===== config.mk =====
export PLATFORM = sky130hd
export DESIGN_NAME = fetch_stage
export DESIGN_NICKNAME = d
export VERILOG_FILES = /design/src/rtl/fetch_stage.sv
export SDC_FILE = /design/constraint.sdc
export NUM_CORES = 1
export LEC_CHECK = 0
export CORE_ASPECT_RATIO = 2
export CORE_MARGIN = 3
export CORE_UTILIZATION = 47
export CTS_BUF_LIST = sky130_fd_sc_hd__clkbuf_4
export CTS_CLUSTER_SIZE = 16
export DETAILED_ROUTE_END_ITERATION = 7
export GPL_ROUTABILITY_DRIVEN = 0
export PLACE_DENSITY = 0.78
export SLEW_MARGIN = 40
export SYNTH_ARGS = -nofsm -noshare
export SYNTH_HDL_FRONTEND = slang
export SYNTH_SLANG_ARGS = --single-unit

===== constraint.sdc =====
create_clock -name clk -period 2.1 [get_ports clk]
set_input_delay 0.315 -clock clk [delete_from_list [all_inputs] [get_ports clk]]
set_output_delay 0.315 -clock clk [all_outputs]
set_load 0.01 [all_outputs]

===== src/rtl/fetch_stage.sv =====
// ---------------------------------------------------------------------------
// fetch_stage
//   Instruction-fetch stage with the IF/ID pipeline register. Owns the PC,
//   requests instruction words over a req/ready handshake, parks one returned
//   word in a skid buffer while ID is stalled, applies branch/jump redirects
//   from ID, and drives the decoder opcode from the ID-stage instruction.
//
// Ports
//   clk            in   system clock, rising edge
//   rst_n          in   asynchronous active-low reset
//   imem_req       out  fetch request valid
//   imem_addr      out  byte address of the fetch (= pc)
//   imem_ready     in   imem_rdata is valid this cycle
//   imem_rdata     in   returned instruction word
//   stall          in   ID cannot accept a new instruction
//   branch_taken   in   ID-stage branch resolved taken
//   branch_target  in   byte target for branch_taken
//   jump           in   ID-stage J-type jump
//   id_valid       out  IF/ID holds a live instruction
//   id_instr       out  IF/ID instruction (0 when not valid)
//   id_pc4         out  address of the ID instruction + 4
//   op             out  id_instr[31:26], to the control decoder
// ---------------------------------------------------------------------------
module fetch_stage #(
   parameter int unsigned          IMEM_AW  = 32,
   parameter logic [IMEM_AW-1:0]   RESET_PC = '0
) (
   input  logic               clk,
   input  logic               rst_n,
   output logic               imem_req,
   output logic [IMEM_AW-1:0] imem_addr,
   input  logic               imem_ready,
   input  logic [31:0]        imem_rdata,
   input  logic               stall,
   input  logic               branch_taken,
   input  logic [31:0]        branch_target,
   input  logic               jump,
   output logic               id_valid,
   output logic [31:0]        id_instr,
   output logic [31:0]        id_pc4,
   output logic [5:0]         op
);

   typedef enum logic {
      FETCH = 1'b0,
      HOLD  = 1'b1
   } state_t;

   state_t             state_q, state_d;
   logic               started_q, started_d;
   logic [IMEM_AW-1:0] pc_q, pc_d;
   logic               id_valid_q, id_valid_d;
   logic [31:0]        id_instr_q, id_instr_d;
   logic [31:0]        id_pc4_q, id_pc4_d;
   logic [31:0]        skid_instr_q, skid_instr_d;
   logic [31:0]        skid_pc4_q, skid_pc4_d;

   logic               redirect;
   logic               fetch_ok;
   logic [31:0]        redirect_target;
   logic [IMEM_AW-1:0] pc_plus4;

   // Instruction addresses are word aligned; the low two bits never reach pc.
   function automatic logic [31:0] word_align(input logic [31:0] addr);
      return addr & ~32'd3;
   endfunction

   // J-type target: region bits of the ID instruction's pc+4 plus the 26-bit
   // word index from the instruction.
   function automatic logic [31:0] jump_target(input logic [31:0] pc4,
                                               input logic [31:0] instr);
      return {pc4[31:28], instr[25:0], 2'b00};
   endfunction

   assign redirect        = branch_taken | jump;
   assign redirect_target = branch_taken ? word_align(branch_target)
                                         : jump_target(id_pc4_q, id_instr_q);
   // Wraps modulo 2^IMEM_AW by construction.
   assign pc_plus4        = pc_q + IMEM_AW'(4);

   // started_q keeps the request low for the reset cycle and releases it on
   // the first clock after rst_n deasserts.
   assign imem_req  = started_q & (state_q == FETCH);
   assign imem_addr = pc_q;
   // A return without a request is not a fetch.
   assign fetch_ok  = imem_req & imem_ready;

   assign id_valid = id_valid_q;
   assign id_instr = id_instr_q;
   assign id_pc4   = id_pc4_q;
   assign op       = id_instr_q[31:26];

   always_comb begin
      state_d      = state_q;
      started_d    = 1'b1;
      pc_d         = pc_q;
      id_valid_d   = id_valid_q;
      id_instr_d   = id_instr_q;
      id_pc4_d     = id_pc4_q;
      skid_instr_d = skid_instr_q;
      skid_pc4_d   = skid_pc4_q;

      if (redirect) begin
         // Flush: any word returned this cycle and any parked word are lost.
         pc_d       = redirect_target[IMEM_AW-1:0];
         id_valid_d = 1'b0;
         id_instr_d = '0;
         state_d    = FETCH;
      end else begin
         case (state_q)
            FETCH: begin
               if (stall) begin
                  if (fetch_ok) begin
                     skid_instr_d = imem_rdata;
                     skid_pc4_d   = 32'(pc_plus4);
                     pc_d         = pc_plus4;
                     state_d      = HOLD;
                  end
               end else if (fetch_ok) begin
                  id_valid_d = 1'b1;
                  id_instr_d = imem_rdata;
                  id_pc4_d   = 32'(pc_plus4);
                  pc_d       = pc_plus4;
               end else begin
                  // Bubble: a zero word decodes as a NOP downstream.
                  id_valid_d = 1'b0;
                  id_instr_d = '0;
               end
            end
            HOLD: begin
               if (!stall) begin
                  id_valid_d = 1'b1;
                  id_instr_d = skid_instr_q;
                  id_pc4_d   = skid_pc4_q;
                  state_d    = FETCH;
               end
            end
            default: state_d = FETCH;
         endcase
      end
   end

   always_ff @(posedge clk or negedge rst_n) begin
      if (!rst_n) begin
         state_q      <= FETCH;
         started_q    <= 1'b0;
         pc_q         <= RESET_PC;
         id_valid_q   <= 1'b0;
         id_instr_q   <= '0;
         id_pc4_q     <= '0;
         skid_instr_q <= '0;
         skid_pc4_q   <= '0;
      end else begin
         state_q      <= state_d;
         started_q    <= started_d;
         pc_q         <= pc_d;
         id_valid_q   <= id_valid_d;
         id_instr_q   <= id_instr_d;
         id_pc4_q     <= id_pc4_d;
         skid_instr_q <= skid_instr_d;
         skid_pc4_q   <= skid_pc4_d;
      end
   end

endmodule


Fig. 1: clock nets
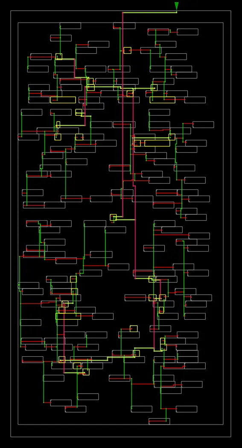
source-to-sink clock delay at the later pin of the worst-skew pair: 0.60 ns
Clock group: 2.10 mW

Fig. 2: cells by drive strength
The bar under the picture is 20 um long.
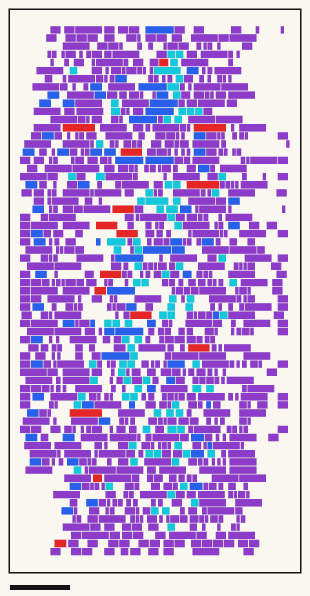
legend:
  cyan:
    size: _3 and _4 cells
    cells: 93
    most_used: buf_4
  purple:
    size: _0 and _1 cells
    cells: 838
    most_used: clkdlybuf4s50_1
  red:
    size: _6 and larger
    cells: 15
    most_used: buf_12
  blue:
    size: _2 cells
    cells: 71
    most_used: mux2_2
final non-filler cell area: 0.0104 mm2
post-route worst setup slack: 0.0356 ns
area growth from synthesis to final layout: 34.9%
Non-Clock Buffer Count: 242

Fig. 3: sequential cells grouped by signal name
The bar under the picture is 20 um long. Other sequential cells in the stronger gray, the rest of the logic in the fainter gray.
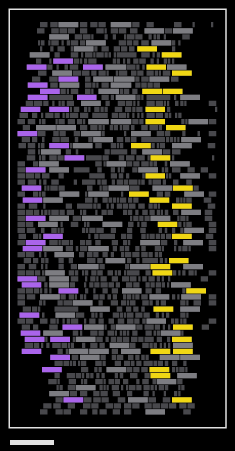
legend:
  yellow:
    netlist_name: `skid_pc4_q`
    flops: 30
  purple:
    netlist_name: `skid_instr_q`
    flops: 32
    where: a vertical strip on the left
FF/Latch Area: 0.00394 mm2
final core occ: 65.5%

==> summary.txt <==
Physical implementation

The flow ran to the end, and the final reports show no timing, DRC or antenna violations. The combined global-route utilization of all metal layers is 25.0%. The initial antenna violation count came to 3. The number of warning messages in the yosys log is 0.

Adding up every negative setup slack in the final design gives 0 ns. The synthesized area divided by synthesized cell count is 9.52 um2. The met3 usage is 4.69%.

The most instantiated flip-flop cell in the synthesis netlist is sky130_fd_sc_hd__dfrtp_1. Per the CTS log, the root buffer master is sky130_fd_sc_hd__clkbuf_4. Summed over all nets, the switching power comes to 2.13 mW. Of all nets on the critical path, the largest fanout is 2.

The number of synthesized flops with an enable pin is 0. The met1 track utilization from global routing is 28.1%. During I/O placement, the number of pins put on the boundary was 174.

From the final report, the count of setup violators was given as 0. For this configuration, the core starts out at a cell density of 48.6%. No sink is reached through more buffers than the 2 on the longest clock path. Subtracting the final worst setup slack from the clock period gives 2.06 ns. The critical-path cell with the highest stage delay is sky130_fd_sc_hd__or4_4. Synthesis handed over a netlist of 813 instances. The total clock sinks is 157. The routed design has 22.3 mm of wire. The worst path uses 98.3% of the clock period. The final HPWL from detailed placement is 16.3 mm. According to the Yosys statistics, the synthesized design has a chip area of 0.00774 mm2. The remaining design rule violation count is 0. The worst setup path category is reg2reg.

The analysis attributes to cell leakage a power of 4.42 nW. The worst IR drop on VDD is 0.000497 V. Dividing the detail-routed via count by the number of cells gives 5.63.

The hold violation count in the final report is 0. The die boundary height is 188 um. After layout, the design draws a total of 7.42 mW. Listed in order, past its start point the critical path passes ha_4, nand2_4, or4_4, o31a_1, o31a_1, mux2_2.

The power density over cell area is 711 mW/mm2. On met2, the global router reports a usage of 44.3%. The clock transition time at the flip-flop clock pins of the worst setup and hold paths is 0.17 ns. The die boundary width is 96.8 um. STA shows the worst reg2reg path with a cell count of 6.

Entering global routing, the biggest net connects 66 pins. The required time at the worst-slack endpoint is 2.59 ns. The timing report gives the biggest stage delay along the critical path as 0.53 ns. In this run the core area contains 65 standard-cell rows. The worst hold slack is 0.182 ns. The first-pass detailed-route iteration total is 6. The share of flip-flops with an asynchronous set or reset is 100%. Of the cells placed in the final design, the portion with a size suffix greater than 1 is 17.6%. The count of instantiated cells in the yosys netlist is 813. The final count of pins violating max slew is 0. The routed wire length per instance is 18.2 um. The post-synth register bit count is 157. The end of the worst register-to-register path is id_pc4[26]. The maximum operating frequency is 484 MHz. By instance count after routing, the leading logic cell type is sky130_fd_sc_hd__clkdlybuf4s50_1.

By instance count after routing, the leading logic cell types are 164 x sky130_fd_sc_hd__clkdlybuf4s50_1, 145 x sky130_fd_sc_hd__dfrtp_1, 91 x sky130_fd_sc_hd__nor2_1, 82 x sky130_fd_sc_hd__nand2_1, 69 x sky130_fd_sc_hd__o21ai_0. The startpoint of the worst-slack reg-to-reg timing path is imem_addr[3]. The most used routing layer is met2. The non-filler instance count after layout is 1221. The H-tree was split into 4 levels. For this run the aggregate overflow at the end of global routing stands at 0. In this design, the critical path's most frequently occurring cell is sky130_fd_sc_hd__o31a_1. Summing over the stages, the warning tally comes to 29. In this run the cell area of the synthesized design comes to 0.00774 mm2. Looking at the max-slew report, the worst-margin pin has a slew of 0.616 ns. STA classifies the critical path endpoint as a register.

In this run, the number of DRC markers left after iteration 0 of detailed routing was 425. The instance count after placement with tap cells included is 1179. The floorplan step defined a die boundary enclosing 0.0181 mm2. The number of buffers created by CTS is 17. After synthesis, flip-flops and latches occupy 50.7% of the total area. The kind of path behind the tightest hold check is in2async. The count of nets left with antenna violations after detail routing is 0. The part of the total power dissipated in sequential elements is 50.1%. The critical path startpoint category is a register. The placeable core region is 0.0159 mm2. For flop-to-flop paths, the worst setup slack is 0.04 ns. The via count of the first global-routing pass was 6942. The number of nets in the layout is 1075. TritonCTS built the clock tree. Headroom to the max-slew limit came out at 58.9%.

The number of distinct library cells after synthesis is 53. The cell-internal power is 5.29 mW. The critical path data arrival time is 2.55 ns. The net switching fraction of the power is 28.7%. Detailed routing inserted a total of 6878 vias. The count of port buffers added during placement is 167.

The number of maximum-capacitance constraint violations is 0. The first global-routing pass estimated 36.3 mm of wire. The fraction of power consumed by combinational cells is 21.7%.
Fig. 4: layout detail
Region (58, 32) to (88, 62) um. Cells in gray, sequential cells in the stronger gray; small squares are vias.
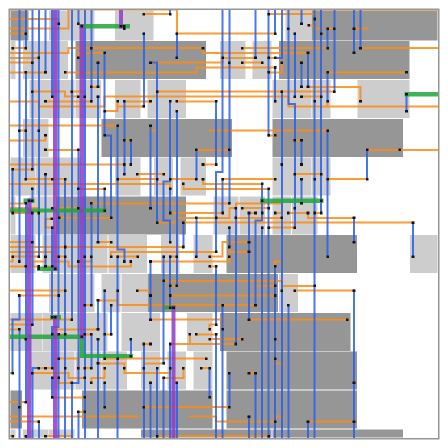
legend:
  orange:
    layer: metal 1
  blue:
    layer: metal 2
  purple:
    layer: metal 4
  green:
    layer: metal 3
netlist names of flops here include: `skid_pc4_q` (6), `id_pc4` (4), `imem_addr` (2)
most frequent: dfrtp_1 (12), nand2_1 (11), o21ai_0 (6)
cells with their middle in the window: 57
sequential cells in the window: 12

Fig. 5: clock network drawn from the DEF
The bar under the picture is 20 um long.
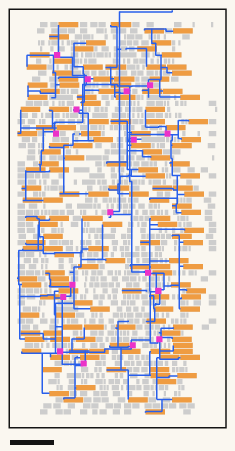
legend:
  magenta:
    item: clock drivers
    count: 17
  orange:
    item: flip-flops
    count: 157
  blue:
    item: clock wires
    length: 1950 um
routed clock nets: 18
part of the power in the clock network: 28.3%
worst-case clock skew: 0.0407 ns

worst max path at each step:
stage	endpoint	start	slack, ns
CTS	id_pc4[26]	imem_addr[3]	-0.01
global route	imem_addr[24]	imem_addr[24]	-0.0004
global placement	id_pc4[24]	imem_ready	-0.08
floorplan	id_pc4[26]	imem_addr[2]	0.001
finish	id_pc4[26]	imem_addr[3]	0.04
detailed placement	id_pc4[22]	imem_ready	-0.14
layer usage:
metal,routed length [um],up-vias
met4,991,0
met1,8440,3325
met5,0,-
met3,1040,57
met2,11800,222
li1,-,3274
Yosys cell counts (all sizes together) (6+ instances only):
cell type / count / area share (%)
dfrtp: 157 / 51
nor2: 91 / 4.4
nand2: 84 / 4.1
o21ai: 70 / 4.5
a21oi: 60 / 3.9
clkbuf: 46 / 2.2
mux2: 42 / 6.1
a22oi: 40 / 3.9
buf: 27 / 1.8
nand3: 18 / 1.2
xnor2: 18 / 2.0
inv: 13 / 0.63
nand4: 11 / 0.97
nor4: 10 / 0.81
o211ai: 10 / 0.97
xor2: 10 / 1.1
a2bb2oi: 9 / 1.0
a31oi: 9 / 0.73
a22o: 8 / 0.91
nor3: 8 / 0.58
o21a: 6 / 0.58
o31ai: 6 / 0.58
through the flow:
| stage | instance area (um2) | setup WS [ns] | utilization, % |
|---|---|---|---|
| 2_1_floorplan | 7800 | 0.000954 | - |
| 3_3_place_gp | 10000 | -0.0785 | 62.8 |
| 3_5_place_dp | 10000 | -0.142 | 62.8 |
| 4_1_cts | 10400 | -0.00995 | 65.2 |
| 5_1_grt | 10400 | -0.000413 | 65.5 |
| 6_report | 10400 | 0.0356 | 65.5 |
critical path, delay by kind of cell, from the launching register on:
| family | cells | cell delay, ns |
|---|---|---|
| multiplexers | 1 | 0.26 |
| adder cells (fa/ha/maj) | 1 | 0.15 |
| AND-OR/OR-AND | 2 | 0.58 |
| AND/OR/NAND/NOR | 2 | 0.59 |
| flip-flops | 1 | 0.41 |
layout make-up:
class,count,area (um2)
repair buffers,242,2320
clock buffers,18,135
clock inverters,14,194
flip-flops and latches,157,3940
well taps,201,251
inverters,13,48.8
multi-input cells,573,3540
fillers,1324,5500
diodes,3,7.51
logic make-up after synthesis:
family | synth area share (%)
AND-OR/OR-AND | 19.8
XOR/XNOR | 3.17
adder cells (fa/ha/maj) | 0.162
buffers and inverters | 4.70
flip-flops | 50.7
multiplexers | 6.75
other | 0.0970
AND/OR/NAND/NOR | 14.6
registers in the layout, indices dropped and copies added (netlist names):
| register | flops |
|---|---|
| state_q | 1 |
| skid_instr_q | 32 |
| skid_pc4_q | 30 |
| id_valid | 1 |
| started_q | 1 |
| id_instr | 32 |
| imem_addr | 30 |
| id_pc4 | 30 |
power by group through the flow:
stage	Sequential, mW	Clock [mW]	Combinational, mW
finish	3.72	2.10	1.61
CTS	3.71	2.16	1.62
global route	3.77	2.28	1.76
floorplan	3.81	0	0.676
global placement	3.75	0	1.56
detailed placement	3.77	0	1.60
timing repair:
action,CTS,global route
resized,4,9
setup buffers,1,4
pin swaps,2,2
endpoints found under the setup margin,3,18
endpoints found under the hold margin,51,0
hold buffers,2,0
Power is estimated from default activity; no workload was simulated.
